## config.mk

```make
export PLATFORM = sky130hd
export DESIGN_NAME = mac_learning_table
export DESIGN_NICKNAME = d
export VERILOG_FILES = /design/src/rtl/switch_pkg.sv /design/src/rtl/mac_age_timer.sv /design/src/rtl/mac_learning_table.sv
export SDC_FILE = /design/constraint.sdc
export NUM_CORES = 2
export LEC_CHECK = 0
export CORE_MARGIN = 8
export CORE_UTILIZATION = 25
export CTS_CLUSTER_DIAMETER = 60
export CTS_CLUSTER_SIZE = 28
export DETAILED_ROUTE_END_ITERATION = 16
export GPL_ROUTABILITY_DRIVEN = 0
export PLACE_DENSITY = 0.49
export SLEW_MARGIN = 10
export SYNTH_ARGS = -nofsm -noshare
export SYNTH_HDL_FRONTEND = slang
export SYNTH_SLANG_ARGS = --single-unit
```

## constraint.sdc

```tcl
create_clock -name clock -period 50.8 [get_ports clock]
set_clock_uncertainty 0.1 [all_clocks]
set_input_delay 12.7 -clock clock [delete_from_list [all_inputs] [get_ports clock]]
set_output_delay 12.7 -clock clock [all_outputs]
set_load 0.01 [all_outputs]
```

## src/rtl/switch_pkg.sv

```systemverilog
`default_nettype none
// ============================================================================
// Package : switch_pkg
// Brief   : Shared MAC types, helpers and MAC-table FSM encoding for the switch core.
// Rev     : 1.0  initial release
// ============================================================================
package switch_pkg;

    localparam int MAC_WIDTH = 48;

    typedef logic [MAC_WIDTH-1:0] mac_address_t;

    // I/G bit: least significant bit of the first transmitted octet
    localparam mac_address_t c_GROUP_BIT = 48'h01_00_00_00_00_00;

    typedef enum logic [1:0] {
        IDLE    = 2'd0,
        SCAN    = 2'd1,
        LEARN   = 2'd2,
        RESPOND = 2'd3
    } mac_table_state_t;

    function automatic logic is_multicast(input mac_address_t mac);
        return |(mac & c_GROUP_BIT);
    endfunction

endpackage
`default_nettype wire

```

## src/rtl/mac_age_timer.sv

```systemverilog
`default_nettype none
// ============================================================================
// Module  : mac_age_timer
// Brief   : Free-running counter emitting a one-cycle tick every AGE_TICK_CYCLES.
// Rev     : 1.0  initial release
// ============================================================================
module mac_age_timer #(
    parameter int AGE_TICK_CYCLES = 50000000
) (
    input  logic clock,
    input  logic reset,
    output logic o_tick
);

    localparam int c_WIDTH = ($clog2(AGE_TICK_CYCLES) < 1) ? 1 : $clog2(AGE_TICK_CYCLES);
    localparam logic [c_WIDTH-1:0] c_LAST_COUNT = c_WIDTH'(AGE_TICK_CYCLES - 1);

    logic [c_WIDTH-1:0] r_count;

    always_ff @(posedge clock or posedge reset) begin
        if (reset) begin
            r_count <= '0;
        end else if (r_count == c_LAST_COUNT) begin
            r_count <= '0;
        end else begin
            r_count <= r_count + 1'b1;
        end
    end

    assign o_tick = (r_count == c_LAST_COUNT);

endmodule
`default_nettype wire

```

## src/rtl/mac_learning_table.sv

```systemverilog
`default_nettype none
// ============================================================================
// Module  : mac_learning_table
// Brief   : Sequential-scan MAC learning/forwarding table with aging and flush.
// Rev     : 1.0  initial release
// ============================================================================
module mac_learning_table
    import switch_pkg::*;
#(
    parameter int NUMBER_OF_PORTS = 2,
    parameter int TABLE_ENTRIES   = 16,
    parameter int AGE_TICK_CYCLES = 50000000,
    parameter int AGE_LIMIT       = 300,
    localparam int PORT_WIDTH     = ($clog2(NUMBER_OF_PORTS) < 1) ? 1 : $clog2(NUMBER_OF_PORTS),
    localparam int COUNT_WIDTH    = $clog2(TABLE_ENTRIES + 1)
) (
    input  logic                       clock,
    input  logic                       reset,
    input  logic                       request_valid,
    output logic                       request_ready,
    input  logic [47:0]                request_source_mac,
    input  logic [47:0]                request_destination_mac,
    input  logic [PORT_WIDTH-1:0]      request_source_port,
    output logic                       response_valid,
    input  logic                       response_ready,
    output logic [NUMBER_OF_PORTS-1:0] response_port_mask,
    output logic                       response_hit,
    input  logic                       flush,
    output logic [COUNT_WIDTH-1:0]     entry_count
);

    localparam int c_INDEX_WIDTH = $clog2(TABLE_ENTRIES);
    localparam int c_AGE_WIDTH   = $clog2(AGE_LIMIT + 1);
    localparam logic [c_INDEX_WIDTH-1:0] c_LAST_INDEX = c_INDEX_WIDTH'(TABLE_ENTRIES - 1);
    localparam logic [c_AGE_WIDTH-1:0]   c_AGE_LIMIT  = c_AGE_WIDTH'(AGE_LIMIT);

    typedef struct packed {
        logic                   valid;
        mac_address_t           mac;
        logic [PORT_WIDTH-1:0]  port;
        logic [c_AGE_WIDTH-1:0] age;
    } cam_entry_t;

    cam_entry_t       r_table [TABLE_ENTRIES];
    mac_table_state_t r_state;
    mac_table_state_t w_next_state;

    logic                       r_ready_enable;
    logic                       r_flush_pending;
    logic                       r_age_pending;
    mac_address_t               r_src_mac;
    mac_address_t               r_dst_mac;
    logic [PORT_WIDTH-1:0]      r_src_port;
    logic [c_INDEX_WIDTH-1:0]   r_scan_index;
    logic                       r_dst_hit;
    logic [PORT_WIDTH-1:0]      r_dst_port;
    logic                       r_src_hit;
    logic [c_INDEX_WIDTH-1:0]   r_src_index;
    logic                       r_free_found;
    logic [c_INDEX_WIDTH-1:0]   r_free_index;
    logic                       r_oldest_found;
    logic [c_INDEX_WIDTH-1:0]   r_oldest_index;
    logic [c_AGE_WIDTH-1:0]     r_oldest_age;
    logic [NUMBER_OF_PORTS-1:0] r_resp_mask;
    logic                       r_resp_hit;

    logic                       w_tick;
    logic                       w_accept;
    logic                       w_service_flush;
    logic                       w_service_age;
    logic                       w_learn_we;
    logic [c_INDEX_WIDTH-1:0]   w_learn_index;
    logic [NUMBER_OF_PORTS-1:0] w_flood_mask;
    logic [NUMBER_OF_PORTS-1:0] w_dst_onehot;
    logic [COUNT_WIDTH-1:0]     w_count;
    cam_entry_t                 w_entry;

    mac_age_timer #(
        .AGE_TICK_CYCLES(AGE_TICK_CYCLES)
    ) u_age_timer (
        .clock  (clock),
        .reset  (reset),
        .o_tick (w_tick)
    );

    always_ff @(posedge clock or posedge reset) begin
        if (reset) begin
            r_state <= IDLE;
        end else begin
            r_state <= w_next_state;
        end
    end

    // Flush outranks aging, aging outranks new lookups while idle
    always_comb begin
        w_next_state    = r_state;
        w_accept        = 1'b0;
        w_service_flush = 1'b0;
        w_service_age   = 1'b0;
        request_ready   = 1'b0;
        response_valid  = 1'b0;
        case (r_state)
            IDLE: begin
                request_ready = r_ready_enable && !r_flush_pending && !r_age_pending;
                if (r_flush_pending) begin
                    w_service_flush = 1'b1;
                end else if (r_age_pending) begin
                    w_service_age = 1'b1;
                end else if (request_valid && r_ready_enable) begin
                    w_accept     = 1'b1;
                    w_next_state = SCAN;
                end
            end
            SCAN: begin
                if (r_scan_index == c_LAST_INDEX) begin
                    w_next_state = LEARN;
                end
            end
            LEARN: begin
                w_next_state = RESPOND;
            end
            RESPOND: begin
                response_valid = 1'b1;
                if (response_ready) begin
                    w_next_state = IDLE;
                end
            end
            default: begin
                w_next_state = IDLE;
            end
        endcase
    end

    assign w_entry       = r_table[r_scan_index];
    assign w_learn_we    = (r_state == LEARN) && !is_multicast(r_src_mac);
    assign w_learn_index = r_src_hit ? r_src_index : (r_free_found ? r_free_index : r_oldest_index);
    assign w_flood_mask  = ~({{(NUMBER_OF_PORTS-1){1'b0}}, 1'b1} << r_src_port);
    assign w_dst_onehot  = {{(NUMBER_OF_PORTS-1){1'b0}}, 1'b1} << r_dst_port;

    always_ff @(posedge clock or posedge reset) begin
        if (reset) begin
            r_ready_enable  <= 1'b0;
            r_flush_pending <= 1'b0;
            r_age_pending   <= 1'b0;
            r_src_mac       <= '0;
            r_dst_mac       <= '0;
            r_src_port      <= '0;
            r_scan_index    <= '0;
            r_dst_hit       <= 1'b0;
            r_dst_port      <= '0;
            r_src_hit       <= 1'b0;
            r_src_index     <= '0;
            r_free_found    <= 1'b0;
            r_free_index    <= '0;
            r_oldest_found  <= 1'b0;
            r_oldest_index  <= '0;
            r_oldest_age    <= '0;
            r_resp_mask     <= '0;
            r_resp_hit      <= 1'b0;
            for (int i = 0; i < TABLE_ENTRIES; i++) begin
                r_table[i] <= '0;
            end
        end else begin
            r_ready_enable  <= 1'b1;
            r_flush_pending <= flush | (r_flush_pending & ~w_service_flush);
            r_age_pending   <= w_tick | (r_age_pending & ~w_service_age);

            if (w_accept) begin
                r_src_mac      <= request_source_mac;
                r_dst_mac      <= request_destination_mac;
                r_src_port     <= request_source_port;
                r_scan_index   <= '0;
                r_dst_hit      <= 1'b0;
                r_dst_port     <= '0;
                r_src_hit      <= 1'b0;
                r_src_index    <= '0;
                r_free_found   <= 1'b0;
                r_free_index   <= '0;
                r_oldest_found <= 1'b0;
                r_oldest_index <= '0;
                r_oldest_age   <= '0;
            end

            if (r_state == SCAN) begin
                r_scan_index <= r_scan_index + 1'b1;
                if (w_entry.valid) begin
                    if (w_entry.mac == r_dst_mac) begin
                        r_dst_hit  <= 1'b1;
                        r_dst_port <= w_entry.port;
                    end
                    if (w_entry.mac == r_src_mac) begin
                        r_src_hit   <= 1'b1;
                        r_src_index <= r_scan_index;
                    end
                    // Strict compare keeps the lowest index on equal ages
                    if (!r_oldest_found || (w_entry.age > r_oldest_age)) begin
                        r_oldest_found <= 1'b1;
                        r_oldest_index <= r_scan_index;
                        r_oldest_age   <= w_entry.age;
                    end
                end else if (!r_free_found) begin
                    r_free_found <= 1'b1;
                    r_free_index <= r_scan_index;
                end
            end

            if (r_state == LEARN) begin
                if (is_multicast(r_dst_mac) || !r_dst_hit) begin
                    r_resp_hit  <= 1'b0;
                    r_resp_mask <= w_flood_mask;
                end else begin
                    r_resp_hit  <= 1'b1;
                    r_resp_mask <= (r_dst_port == r_src_port) ? '0 : w_dst_onehot;
                end
            end

            for (int i = 0; i < TABLE_ENTRIES; i++) begin
                if (w_service_flush) begin
                    r_table[i].valid <= 1'b0;
                end else if (w_service_age && r_table[i].valid) begin
                    r_table[i].age <= r_table[i].age + 1'b1;
                    if ((r_table[i].age + 1'b1) == c_AGE_LIMIT) begin
                        r_table[i].valid <= 1'b0;
                    end
                end else if (w_learn_we && (w_learn_index == c_INDEX_WIDTH'(i))) begin
                    r_table[i].valid <= 1'b1;
                    r_table[i].mac   <= r_src_mac;
                    r_table[i].port  <= r_src_port;
                    r_table[i].age   <= '0;
                end
            end
        end
    end

    always_comb begin
        w_count = '0;
        for (int i = 0; i < TABLE_ENTRIES; i++) begin
            w_count = w_count + COUNT_WIDTH'(r_table[i].valid);
        end
    end

    assign entry_count        = w_count;
    assign response_port_mask = r_resp_mask;
    assign response_hit       = r_resp_hit;

endmodule
`default_nettype wire

```

==> images/clk_routes.png <==
Scale: 1 px per um.
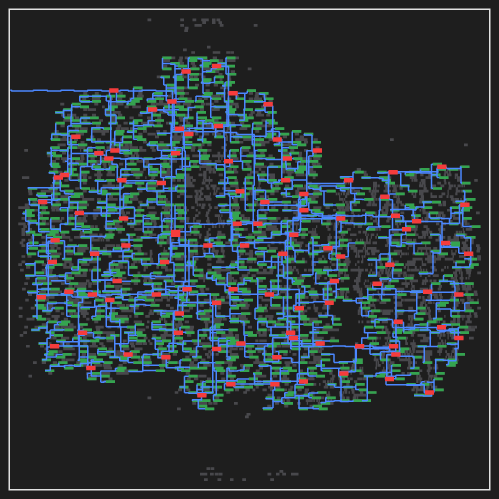
[clock wires] blue | length: 15600 um
[clock drivers] red | count: 100
[flip-flops] green | count: 1105
routed clock nets: 101
clock distribution power: 835 uW
clock insertion delay at the later pin of the skew report: 0.73 ns

==> images/clocks.png <==
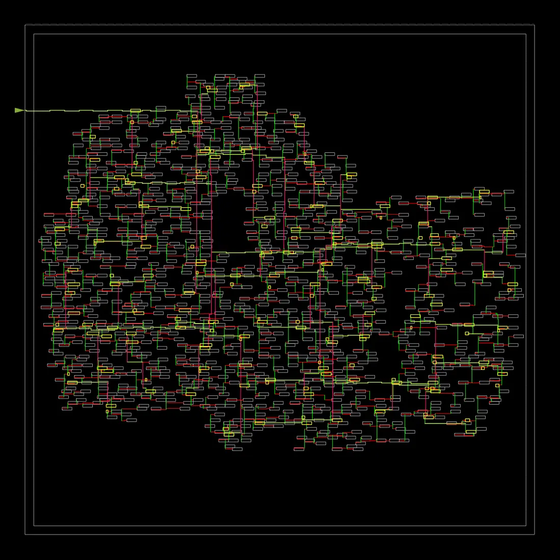
number of flip-flops and latches: 1105
clock buffers created by TritonCTS: 100
clock buffers: 116

==> images/layer_met2.png <==
Scale: 1 px per um.
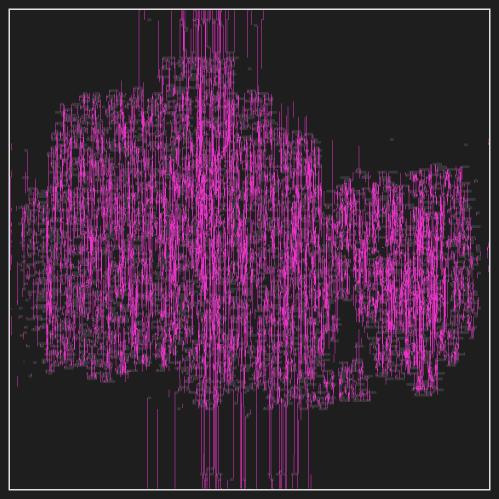
longest straight run: 140 um
share of all routed wire: 47%
main direction: vertical
wire length on this layer: 78.3 mm

==> images/io_placement.png <==
Scale: 0.5 px per um. Pins as bars across the die edge, other pins in gray.
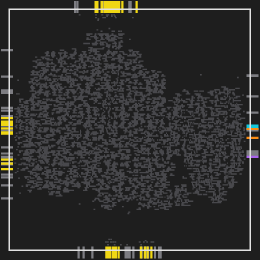
[response_port_mask] orange | pins: 2 | direction: output | edge: right
[request_destination_mac] yellow | pins: 48 | direction: input | edge: 21 top, 15 bottom, 12 left
[response_valid] purple | pins: 1 | direction: output | edge: right
[entry_count] cyan | pins: 5 | direction: output | edge: right
all pins by edge: 34 left, 31 top, 30 bottom, 17 right

==> images/placement_by_type.png <==
Scale: 1 px per um. Fill, decap, tap and diode cells in gray.
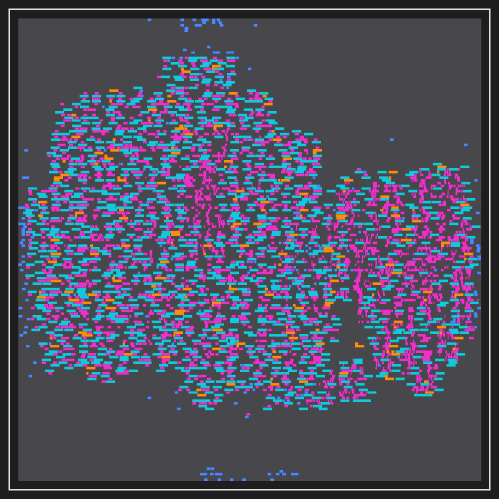
[other buffers and delay cells] blue | cells: 197
[flops] cyan | cells: 1105
[clock drivers and dummy loads] orange | cells: 188
[combinational and other logic] magenta | cells: 2696
row count: 170
core box area: 214000 sq um

==> results.txt <==
From the run reports.

- The flow ran to the end, and the final reports show no timing, DRC or antenna violations.
- The final route contains 34360 vias.
- The net switching fraction of the power reads 0.3694.
- The maximum count of clock buffers along a single path reads 3.
- Entering global routing, the biggest net connects 147 pins.
- Per the cell usage report, the commonest logic cell in the layout is dfrtp_1.
- The chip area is 229500 sq um.
- The smallest setup slack after layout reads 33.17 ns.
- The count of pins over their slew limit reads 0.
- On met3, the global router reports a usage of 0.01956.
- The power density relative to cell area reads around 55 nW/um^2.
- The layout report gives the multi-input gate share of total cell area as 0.3994.
- The layout inverter count without the clock tree reads 56.
- The most flop-heavy register is r_table.
- The worst endpoint data arrival time reads approximately 4.8 ns.
- The switching component of the power was reported as between 1000 and 1500 uW.
- The layout buffering overhead excluding clock cells reads 0.02911.
- Of the synthesized area, sequential elements account for 0.5158.
- Measured along the y axis, the die boundary spans approximately 480 um.
- Of the total synthesized cell area, the portion taken by AND-OR and OR-AND cells is 0.06108.
- In the final layout, flip-flops and latches occupy 27660 sq um.
- The biggest cell category by area in the final layout reads flip-flops and latches.
- Logic depth along the worst register-to-register path is recorded as 11.
- The floorplan report gives the top-level pin count as about 110.
- For met1 alone, demand over resource in global routing was 0.1988.
- The share of the final layout cell area in sequential cells reads 0.4520.
- The total grt overflow reads 0.
- The cell-mix breakdown from Yosys lists the simple-gate area share as 0.06426.
- The most critical min-delay path falls under reg2reg.
- The tally of non-filler cells in the final layout reads 7025.
- The fraction of synthesized cell area taken by the top area cell type is 0.5158.
- In the final timing run, aggregate negative setup slack is 0 ns.
- The number of nets in the layout reads around 4200.
- The registers reported with the highest flop counts are r_table (944), r_dst_mac (48), r_src_mac (48).
- Summed over all routing layers, the global router reports a total usage of 0.1416.
- Counting instances in the post-synthesis netlist gives the leading cell types as dfrtp_1, mux2_2, o21ai_0, nand2_1, mux4_2.
- The number of iterations in the first detailed-routing pass reads 5.
- The endpoint of the worst hold-timing path reads u_age_timer.r_count[0].
- The pre-CTS setup slack reads roughly 33 ns.
- The number of setup buffers added after CTS is 0.
- The flow reports an fmax of 0.05673 GHz.
- In this run, distinct cell masters in the synthesized netlist total 76.
- The share of final-layout standard cells stronger than drive strength 1 reads 0.3292.
- The global-route track usage on met2 is 0.2293.
- The element type at the critical path end reads an output pin.
- Setup repair after global routing left no endpoint under its margin.
- The number of buffers inserted by port buffering is 111.
- The average vias per placed instance reads between 4 and 5.
- The most heavily used metal layer in global routing is met2.
- The most common logic cells in the final layout are dfrtp_1, mux2_2, o21ai_0.
- The kind of cell adding the most delay to the critical path reads adder cells.
- The total power draw is about 3400 uW.
- The highest metal layer carrying signal wires in the routed design is met4.
- The number of cells after detailed placement reads 6836.
- The worst-case IR drop observed on VDD is between 0.00002 and 0.00003 V.
- The critical path runs through a total of 13 cells.
- The portion of total power attributed to sequential cells is 0.408.
- The die width reads 479.1 um.
- Looking at the critical path, the highest net fanout was 9.
- The proportion of synthesized area in mux cells reads 0.2944.
- The post-route DRC violation count is 0.
- The slew check shows that the tightest pin keeps a relative margin of 0.2103.
- The worst setup path is launched from a register.
- According to the Yosys statistics, the synthesized design has a chip area of between 50000 and 60000 sq um.
- The number of endpoints with negative hold slack in the final report reads 0.
- The HPWL after detailed placement is 105700 um.
- The worst stage delay on the critical path is 0.56 ns.
- The cell area reported after detailed placement is 57660 sq um.
- The final number of setup-violating endpoints reads 0.
- The residual antenna-violating net count after detailed routing reads 0.
- The leakage power in the latest report is between 0.02 and 0.03 uW.
- The number of maximum-capacitance violations reads 0.
- The first global-routing pass estimated 247600 um of wire.
- The ratio of final minimum period to clock period reads 0.3470.
- The last element of the critical path reads entry_count[3].
- The destination of the worst register-to-register timing path reads r_src_index[3].
- In this run, post-CTS hold repair placed 0 buffers.
- The worst path buffer plus inverter count is 5.
- The combinational gate power reads approximately 1200 uW.
- The time the final worst path needs with I/O delays and setup is about 18 ns.
- The via count of the first global-routing pass is about 35000.
- The floorplan step records an initial core utilization of 0.2505.
- The source of the critical timing path reads r_table[707].
- The tap cell instance count reads 2838.
- The number of filler cells placed in the layout reads 21930.
- The cell area that synthesis handed to floorplanning was 53610 sq um.
- The end-of-flow core utilization reads 0.2860.
- The largest part of the power goes to registers.
- The CTS tree is yes.
- CTS placed an instance of clkbuf_16 at the clock tree root.
- The number of gates resized after CTS is 0.
- The beginning of the worst register-to-register path is r_scan_index[1].
- The slew at the pin closest to its max-slew limit reads 1.185 ns.
- Counting every sink on the clock net gives 1105.
- The register with the most flip-flops in the layout has 944 of them.
- Counting every instance in the synthesized netlist gives between 4000 and 5000.
- The slack of the worst reg-to-reg path reads 44.48 ns.
- The worst-path cell with the longest stage delay reads clkdlybuf4s50_1.
- In the CTS report, the clock slew at the register clock pins of the worst setup and hold paths is listed as 0.08 ns.
- The most used flip-flop cell reads dfrtp_1.
- The routed design has 166500 um of wire.
Power and IR drop assume default switching activity.
